Fig. 1: run 1, floorplan with the power grid
Drawn at 10 px/micron. Pins as bars on the die edge.
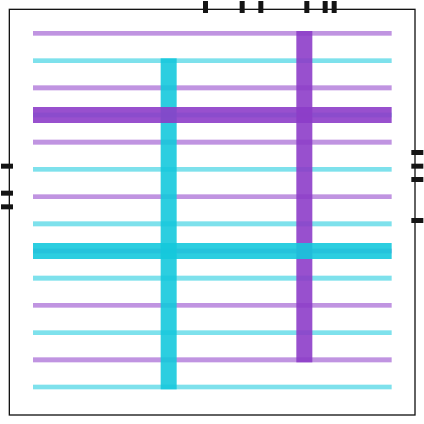
Fig. 2: run 1, placement by cell class
Drawn at 12 px/micron. Fill, decap, tap and diode cells in gray.
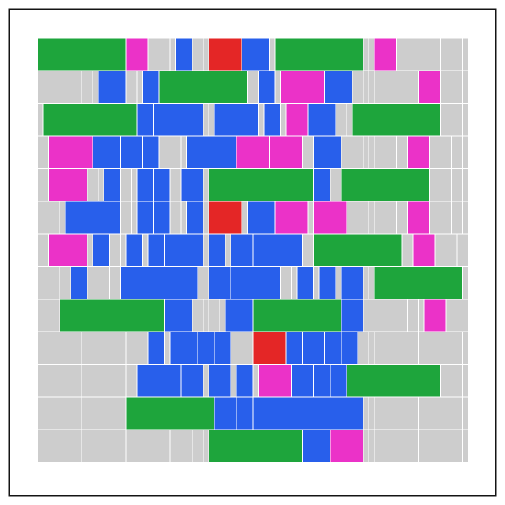
Fig. 3: run 1, register map, names as in the netlist
Drawn at 12 px/micron. Other sequential cells in the stronger gray, the rest of the logic in the fainter gray.
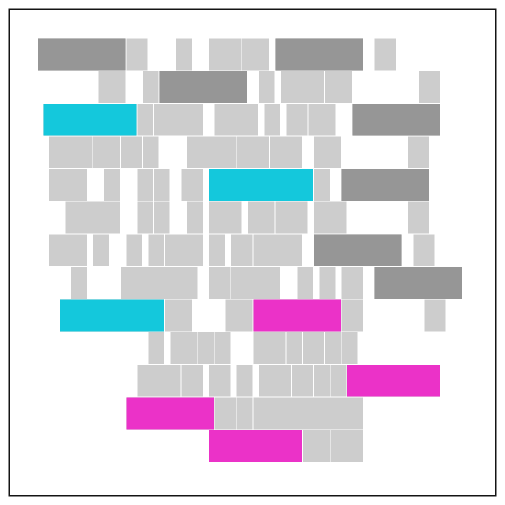
Fig. 4: run 1, clock distribution
Drawn at 12 px/micron.
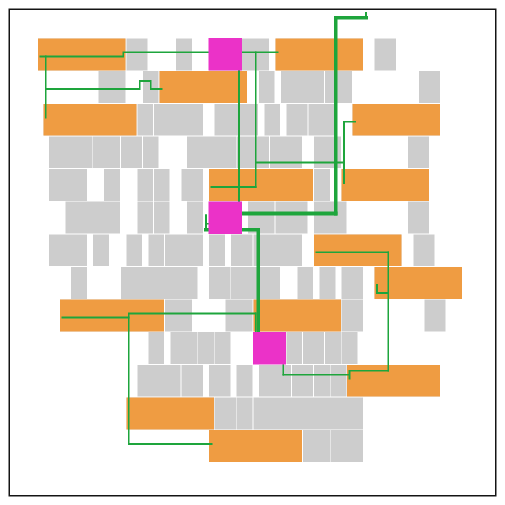
### config.mk
export PLATFORM = sky130hd
export DESIGN_NAME = booth_ctrl
export DESIGN_NICKNAME = d
export VERILOG_FILES = /design/src/rtl/booth_ctrl.sv
export SDC_FILE = /design/constraint.sdc
export NUM_CORES = 1
export LEC_CHECK = 0
export ABC_AREA = 1
export CAP_MARGIN = 20
export CORE_MARGIN = 2
export CORE_UTILIZATION = 45
export CTS_CLUSTER_SIZE = 40
export DETAILED_ROUTE_END_ITERATION = 8
export PLACE_DENSITY = 0.72
export SLEW_MARGIN = 40
export SYNTH_ARGS = -nofsm -noshare
export SYNTH_HDL_FRONTEND = slang
export SYNTH_SLANG_ARGS = --single-unit
### constraint.sdc
create_clock -name clk -period 1.2 [get_ports clk]
set_clock_uncertainty 0.1 [all_clocks]
set_input_delay 0.24 -clock clk [delete_from_list [all_inputs] [get_ports clk]]
set_output_delay 0.24 -clock clk [all_outputs]
set_load 0.02 [all_outputs]
### src/rtl/booth_ctrl.sv
// Sequencing FSM for the radix-2 Booth multiplier datapath: clear, load, ITERATIONS x (eval, [add|sub], shift), done.
// Multiply takes 3 + 2*ITERATIONS + (arithmetic iterations) cycles to done; no backpressure. Optional abort via BOOTH_CTRL_ABORT_EN.
module booth_ctrl #(
  parameter int ITERATIONS = 8,
  parameter int CNT_W      = 4
) (
  input  logic       clk,
  input  logic       reset,
  input  logic       start,
  input  logic [1:0] qbits,
`ifdef BOOTH_CTRL_ABORT_EN
  input  logic       abort,
`endif
  output logic       dp_clear,
  output logic       load,
  output logic       add_en,
  output logic       sub_en,
  output logic       shift_en,
  output logic       count_en,
  output logic       busy,
  output logic       done
);

  typedef enum logic [2:0] {
    S_IDLE  = 3'd0,
    S_CLEAR = 3'd1,
    S_LOAD  = 3'd2,
    S_EVAL  = 3'd3,
    S_ADD   = 3'd4,
    S_SUB   = 3'd5,
    S_SHIFT = 3'd6,
    S_DONE  = 3'd7
  } state_t;

  localparam logic [CNT_W-1:0] LAST_ITER = CNT_W'(ITERATIONS - 1);

  state_t           state;
  state_t           state_nxt;
  logic [CNT_W-1:0] iter;
  logic             aborting;
  logic             aborting_nxt;

  always_comb begin
    state_nxt    = state;
    aborting_nxt = aborting;
    case (state)
      S_IDLE:  if (start) state_nxt = S_CLEAR;
      S_CLEAR: begin
        // An aborted run reuses CLEAR to scrub the datapath, then parks.
        state_nxt    = aborting ? S_IDLE : S_LOAD;
        aborting_nxt = 1'b0;
      end
      S_LOAD:  state_nxt = S_EVAL;
      S_EVAL: begin
        case (qbits)
          2'b10:   state_nxt = S_SUB;
          2'b01:   state_nxt = S_ADD;
          default: state_nxt = S_SHIFT;
        endcase
      end
      S_ADD:   state_nxt = S_SHIFT;
      S_SUB:   state_nxt = S_SHIFT;
      S_SHIFT: state_nxt = (iter == LAST_ITER) ? S_DONE : S_EVAL;
      S_DONE:  state_nxt = S_IDLE;
      default: state_nxt = S_IDLE;
    endcase
`ifdef BOOTH_CTRL_ABORT_EN
    if (abort && (state != S_IDLE) && (state != S_DONE)) begin
      if (state == S_CLEAR) begin
        state_nxt    = S_IDLE;
        aborting_nxt = 1'b0;
      end else begin
        state_nxt    = S_CLEAR;
        aborting_nxt = 1'b1;
      end
    end
`endif
  end

  // Outputs are registered from the next state so they line up with the state register.
  always_ff @(posedge clk) begin
    if (reset) begin
      state    <= S_IDLE;
      aborting <= 1'b0;
      iter     <= '0;
      dp_clear <= 1'b0;
      load     <= 1'b0;
      add_en   <= 1'b0;
      sub_en   <= 1'b0;
      shift_en <= 1'b0;
      count_en <= 1'b0;
      busy     <= 1'b0;
      done     <= 1'b0;
    end else begin
      state    <= state_nxt;
      aborting <= aborting_nxt;
      if (state == S_CLEAR)
        iter <= '0;
      else if (state == S_SHIFT)
        iter <= iter + CNT_W'(1);
      dp_clear <= (state_nxt == S_CLEAR);
      load     <= (state_nxt == S_LOAD);
      add_en   <= (state_nxt == S_ADD);
      sub_en   <= (state_nxt == S_SUB);
      shift_en <= (state_nxt == S_SHIFT);
      count_en <= (state_nxt == S_SHIFT);
      busy     <= (state_nxt != S_IDLE);
      done     <= (state_nxt == S_DONE);
    end
  end

  a_strobe_onehot: assert property (@(posedge clk) disable iff (reset)
    $onehot0({dp_clear, load, add_en, sub_en, shift_en}));

  a_count_with_shift: assert property (@(posedge clk) disable iff (reset)
    count_en |-> shift_en);

endmodule

==> flow_metrics.py, run 1 <==
# Metrics from the implementation run
metrics = {
    "outcome": {
        "outcome": "complete, no violations",
    },
    "layout": {
        "regArea_sq_um": 291.5,
        "most-common-layout-cells": "nand2_1, dfxtp_1, buf_2",
        "mostFrequentLayoutCell": "nand2_1",
        "logic_area_sq_um": 322.8,
    },
    "detailed_routing": {
        "wl_per_cell_microns": 11.24,
        "via_per_inst": 4.813,
        "drt_wl_total_microns": 1259,
        "postRouteAntennaNets": 0,
        "dr.pass1.iters": 4,
    },
    "critical_path": {
        "regToRegStartpoint": "state[2]",
        "crit_required_ns": 1.27,
        "cp-start-kind": "flop",
        "crit_path_end_kind": "flop",
        "worstPathArrival_ns": 1.23,
    },
    "clocking": {
        "cts_root_buf": "clkbuf_4",
        "cts_hold_buf": 0,
        "htree_levels": 1,
        "cts.sinks": 14,
        "cts_buffers": 3,
        "clkSlewWorstSetupHoldPaths_ns": 0.08,
    },
    "yosys": {
        "netlist_instances": 77,
        "ys_cells": 77,
        "simple_gate_area_share_pct": 33.75,
        "post_synth_num_cell_types": 18,
        "ys_area_sq_um": 596.8,
        "synthesis.nets": 84,
        "yosys.area_share.aoi_pct": 6.709,
        "synthMuxAreaShare_pct": 0,
        "synth_warnings": 0,
        "syn_avg_cell_area_sq_um": 7.751,
        "adder_share_pct": 4.193,
    },
    "sta": {
        "setup-tns-final_ns": 0,
        "slew_violations": 0,
        "hold_viol_final": 0,
        "finalClockPeriodUsage_pct": 96.56,
        "hold_ws_ns": 0.3896,
        "layout_min_cycle_time_ns": 1.159,
    },
    "power": {
        "total_power_mw": 1.393,
        "p_leak_nw": 0.3733,
    },
    "min_path": {
        "min_path_cells": 2,
        "whs_endpoint": "iter[3]",
        "hp-class": "flop to flop",
    },
    "placed_design": {
        "place.gp.congestion": 0.7363,
        "io_buffers": 12,
    },
    "global_routing": {
        "overflow": 0,
        "grt_max_degree": 9,
    },
    "flow_run": {
        "warning_count": 26,
    },
}
-- Fig. 1 (at the start) --
legend:
  cyan:
    net: VSS
  purple:
    net: VDD
met1 rails: 14
met5 straps: 2
Die Ht: 40.42 microns
die extent in x: 40.42 microns
worst vdd ir: 0.7104 mV
Core Footprint: 1269 sq um

-- Fig. 2 (at the start) --
legend:
  magenta:
    class: remaining buffers and delay cells
    cells: 18
    share_of_their_area: 15%
  red:
    class: clock-net drivers
    cells: 3
    share_of_their_area: 2.8%
  blue:
    class: remaining logic cells
    cells: 62
    share_of_their_area: 46%
  green:
    class: registers
    cells: 14
    share_of_their_area: 36%

-- Fig. 3 (at the start) --
legend:
  cyan:
    name_in_the_netlist: state
    sequential_cells: 3
  magenta:
    name_in_the_netlist: iter
    sequential_cells: 4
    where: bottom center

-- Fig. 4 (at the start) --
legend:
  orange:
    item: flip-flops
    count: 14
  green:
    item: clock wires
    length: 194 microns
  magenta:
    item: clock-net drivers
    count: 3
routed clock nets: 4
P_clk: 265 uW
Clock Latency Late Sink: 0.28 ns

-- run 1: metrics by stage --
step                setup WS (ns)  instance area [sq um]  std cells  utilization (%)
finish                    0.04132                  820.8        112            64.69
global placement          -0.4471                  765.7        108            60.36
detailed placement        -0.4605                  765.7        108            60.36
CTS                      0.003297                  805.8        112            63.51
global route             -0.02020                  820.8        112            64.69
floorplan                 0.06189                  596.8         77                -
-- run 1: worst max-delay path, stage by stage, from the launching register on --
cell     delay [ns]
dfxtp_4        0.37
inv_2          0.07
nand2_1        0.08
or2_1          0.24
nand2_1        0.14
a21oi_1        0.06
-- run 1: synth_stat cells --
cell type / number / area, sq um
a21oi_1: 5 / 25.02
buf_4: 1 / 7.510
clkinv_1: 1 / 3.750
clkinv_2: 1 / 5.000
dfxtp_1: 14 / 280.3
ha_1: 2 / 25.02
inv_1: 6 / 22.52
inv_2: 3 / 11.26
nand2_1: 17 / 63.81
nand2_2: 6 / 37.54
nand3_1: 5 / 25.02
nand3_4: 1 / 17.52
nor2_1: 9 / 33.78
nor2_4: 1 / 11.26
o21ai_0: 1 / 5.000
o21ai_1: 2 / 10.01
or2_0: 1 / 6.260
or2_1: 1 / 6.260
-- run 1: how the worst max path moves through the flow --
stage | depth (start not counted) | end | startpoint
after global placement | 9 | busy | qbits[0]
after global routing | 5 | iter[3] | state[2]
after detailed placement | 9 | busy | qbits[0]
after floorplan | 8 | busy | qbits[0]
after CTS | 7 | add_en | iter[1]
final | 5 | iter[0] | state[2]
-- run 1: final cells by class --
cell class	count	area share (%)
inverter	11	5.183
multi-input combinational	51	39.33
tap	15	2.287
clock buffer	3	2.744
timing repair buffer	18	14.94
sequential	14	35.52
-- run 1: report_power, final --
| part | internal (mW) | switching [mW] | total (mW) | leakage (nW) |
|---|---|---|---|---|
| registers | 0.546 | 0.0612 | 0.607 | 0.117 |
| clock network | 0.116 | 0.149 | 0.265 | 0.0138 |
| logic | 0.194 | 0.327 | 0.521 | 0.243 |
-- run 1: per-layer routing --
metal	GRT usage (%)	share of wire (%)
met3	5.000	4.2
met2	26.98	49
met4	10.00	2.0
met1	23.08	44
met5	0	0
-- run 1: sequential cells by signal, indices dropped and copies added (netlist names) --
name	count
sub_en	1
load	1
dp_clear	1
count_en	1
busy	1
state	3
done	1
iter	4
add_en	1
-- run 1: logic make-up (layout without fill, tap and decap cells) --
logic type,after synthesis,after routing
flip-flops,14,14
buffers and inverters,12,32
adder cells (fa/ha/maj),2,2
AND/OR/NAND/NOR,41,41
AND-OR/OR-AND,8,8
-- run 1: what timing repair did --
item | CTS | global route
pin swaps | 8 | 2
endpoints found under the setup margin | 13 | 13
setup buffers | 1 | 0
gates cloned | 0 | 0
resized | 33 | 23
## Run 2: what changed since run 1
Settings changed: CORE_UTILIZATION 45 to 46, PLACE_DENSITY 0.72 to 0.74.
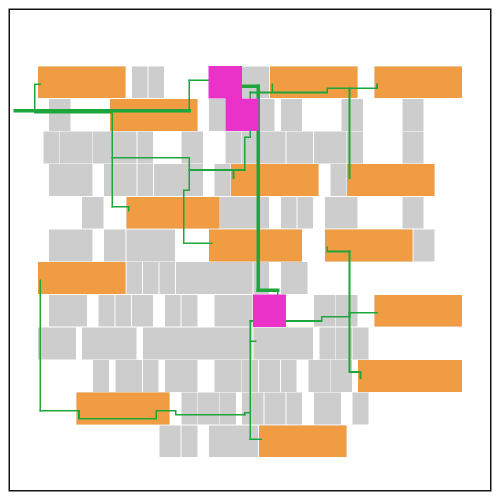
Fig. 5. Clock distribution (run 2).
Drawn at 12 px/micron.
legend:
  green:
    item: clock wires
    length: 179 microns
  orange:
    item: flip-flops
    count: 14
  magenta:
    item: clock-net drivers
    count: 3
flops lie: spread over the die
routed clock nets: 4

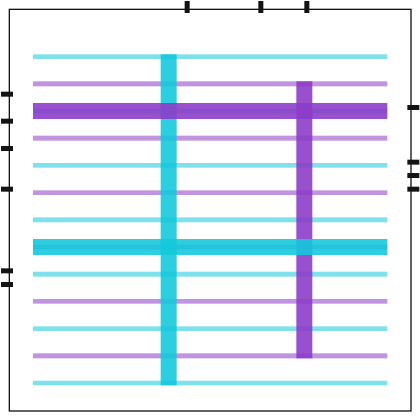
Fig. 6. Floorplan with the power grid (run 2).
Drawn at 10 px/micron. Pins as bars on the die edge.
Core Footprint: 1156 sq um
die extent in x: 40.02 microns

==> flow_metrics.py, run 2 <==
# Metrics from the implementation run
metrics = {
    "placed_design": {
        "placed_cell_area_sq_um": 764.5,
        "io_buffers": 12,
        "hpwl_microns": 840.3,
        "place.gp.congestion": 0.7675,
        "dp_cells": 107,
    },
    "critical_path": {
        "slowest_stage": "dfxtp_4",
        "slowest_delay_ns": 0.38,
        "worstPathArrival_ns": 1.28,
        "crit_required_ns": 1.33,
        "cp-start-kind": "flop",
        "crit_path_end_kind": "flop",
        "crit_chain": "ha_4 -> inv_1 -> nor2_1 -> nand2_2 -> nand2_4 -> nand2_4 -> nor2_2",
    },
    "power": {
        "p_int_uw": 904.0,
        "total_power_mw": 1.437,
        "p_clk_share_pct": 24.0,
        "peakVddDrop_mv": 1.108,
        "p_leak_nw": 0.3726,
        "swShare_pct": 37.11,
        "p_comb_share_pct": 34.6,
    },
    "flow_run": {
        "warning_count": 27,
    },
    "yosys": {
        "synth-edff-count": 0,
        "ys_top_cells_by_count": "nand2_1, dfxtp_1, nor2_1",
        "post_synth_num_cell_types": 18,
        "synthesis.nets": 84,
        "ys_area_sq_um": 596.8,
        "top_cell": "nand2_1",
        "netlist_instances": 77,
        "top_area_cell": "dfxtp_1",
        "ys_cells": 77,
        "ys.flop_type": "dfxtp_1",
        "synth.top_cell.area_share_pct": 46.96,
        "async_flop_share_pct": 0,
    },
    "clocking": {
        "cts.sinks": 14,
        "clkSlewWorstSetupHoldPaths_ns": 0.09,
        "cts_setup_buffers": 0,
        "htree_levels": 1,
        "cts_root_buf": "clkbuf_4",
        "cts_hold_buf": 0,
        "clk_latency_ns": 0.28,
    },
    "detailed_routing": {
        "dr.pass1.iters": 4,
        "wl_per_cell_microns": 10.03,
        "postRouteAntennaNets": 0,
        "drt_wl_total_microns": 1113,
    },
    "layout": {
        "stdcell_area_sq_um": 807.0,
        "regArea_sq_um": 287.8,
        "final_cells": 111,
        "mostFrequentLayoutCell": "nand2_1",
        "most-common-layout-cells": "nand2_1, dfxtp_1, nor2_1, buf_2, inv_1",
        "top_regs": "iter x4, state x3",
    },
    "sta": {
        "hold_viol_final": 0,
        "finalClockPeriodUsage_pct": 95.83,
        "slew_violations": 0,
    },
    "min_path": {
        "min_path_cells": 2,
    },
    "outcome": {
        "outcome": "complete, no violations",
    },
    "global_routing": {
        "grt_max_degree": 9,
    },
}
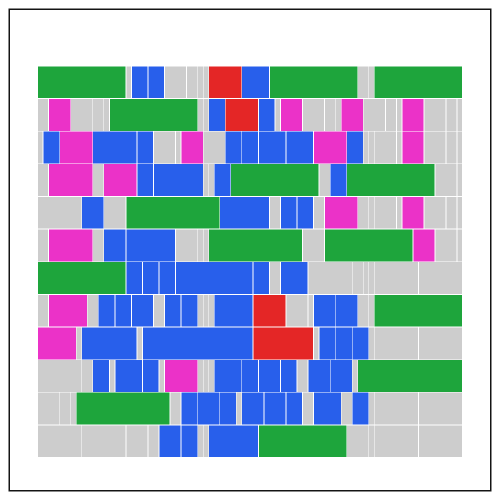
Fig. 7. Placement by cell class (run 2).
Drawn at 12 px/micron. Fill, decap, tap and diode cells in gray.
legend:
  blue:
    class: remaining logic cells
    cells: 62
    share_of_their_area: 44%
  green:
    class: registers
    cells: 14
    share_of_their_area: 36%
  magenta:
    class: remaining buffers and delay cells
    cells: 17
    share_of_their_area: 15%
  red:
    class: clock drivers and dummy loads
    cells: 4
    share_of_their_area: 4.6%

==> run 2: per-stage QoR <==
| stage | utilization (%) | TNS, ns | setup slack (ns) |
|---|---|---|---|
| 6_report | 69.81 | 0 | 0.05002 |
| 5_1_grt | 69.81 | -0.03100 | -0.02676 |
| 4_1_cts | 69.81 | 0 | 0.001083 |
| 3_5_place_dp | 66.13 | -2.955 | -0.4721 |
| 3_3_place_gp | 66.13 | -2.746 | -0.4560 |
| 2_1_floorplan | - | 0 | 0.06189 |
==> run 2: timing repair <==
item | in CTS | in global routing
gates cloned | 0 | 0
setup endpoints to repair | 14 | 16
resized | 31 | 18
pin swaps | 5 | 2
==> run 2: final cells by class <==
class,instances,area share [%]
multi-input combinational,51,38.14
tap,14,2.171
sequential,14,35.66
clock buffer,4,4.496
inverter,11,5.271
timing repair buffer,17,14.26
==> run 2: routing by layer <==
| layer | share of wire, % | up-vias | global-route usage, % |
|---|---|---|---|
| met5 | 0 | - | 0 |
| met4 | 3.0 | 0 | 5.172 |
| met3 | 5.3 | 4 | 5.000 |
| met2 | 44 | 16 | 27.82 |
| met1 | 48 | 229 | 22.76 |
| li1 | - | 278 | - |
==> run 2: path summary, 6_finish.rpt <==
path              slack [ns]       to     from
hold reg to reg         0.39  iter[3]  iter[3]
setup / recovery        0.05   add_en  iter[0]
setup reg to reg        0.05   add_en  iter[0]
hold / removal          0.39  iter[3]  iter[3]
==> run 2: worst max-delay path, delay by kind of cell (launching register included) <==
kind | cells | cell delay (ns)
buf+inv | 1 | 0.04
simple gates | 5 | 0.44
fa+ha+maj | 1 | 0.13
flops | 1 | 0.38
==> run 2: power by group through the flow <==
stage          combinational, mW  sequential, mW  clock, mW
6_report                   0.497           0.595      0.345
5_1_grt                    0.548           0.606      0.376
4_1_cts                    0.479           0.589      0.353
3_5_place_dp               0.481           0.600          0
3_3_place_gp               0.471           0.597          0
2_1_floorplan              0.252           0.645          0
==> run 2: kinds of logic (layout without fill, tap and decap cells) <==
| kind of cell | after synthesis | count (layout) | share of synthesized area [%] |
|---|---|---|---|
| flops | 14 | 14 | 46.96 |
| simple gates | 41 | 41 | 33.75 |
| fa+ha+maj | 2 | 2 | 4.192 |
| buf+inv | 12 | 32 | 8.384 |
| compound gates | 8 | 8 | 6.707 |
Power figures rest on the tool's default switching activity, not on a simulated workload.
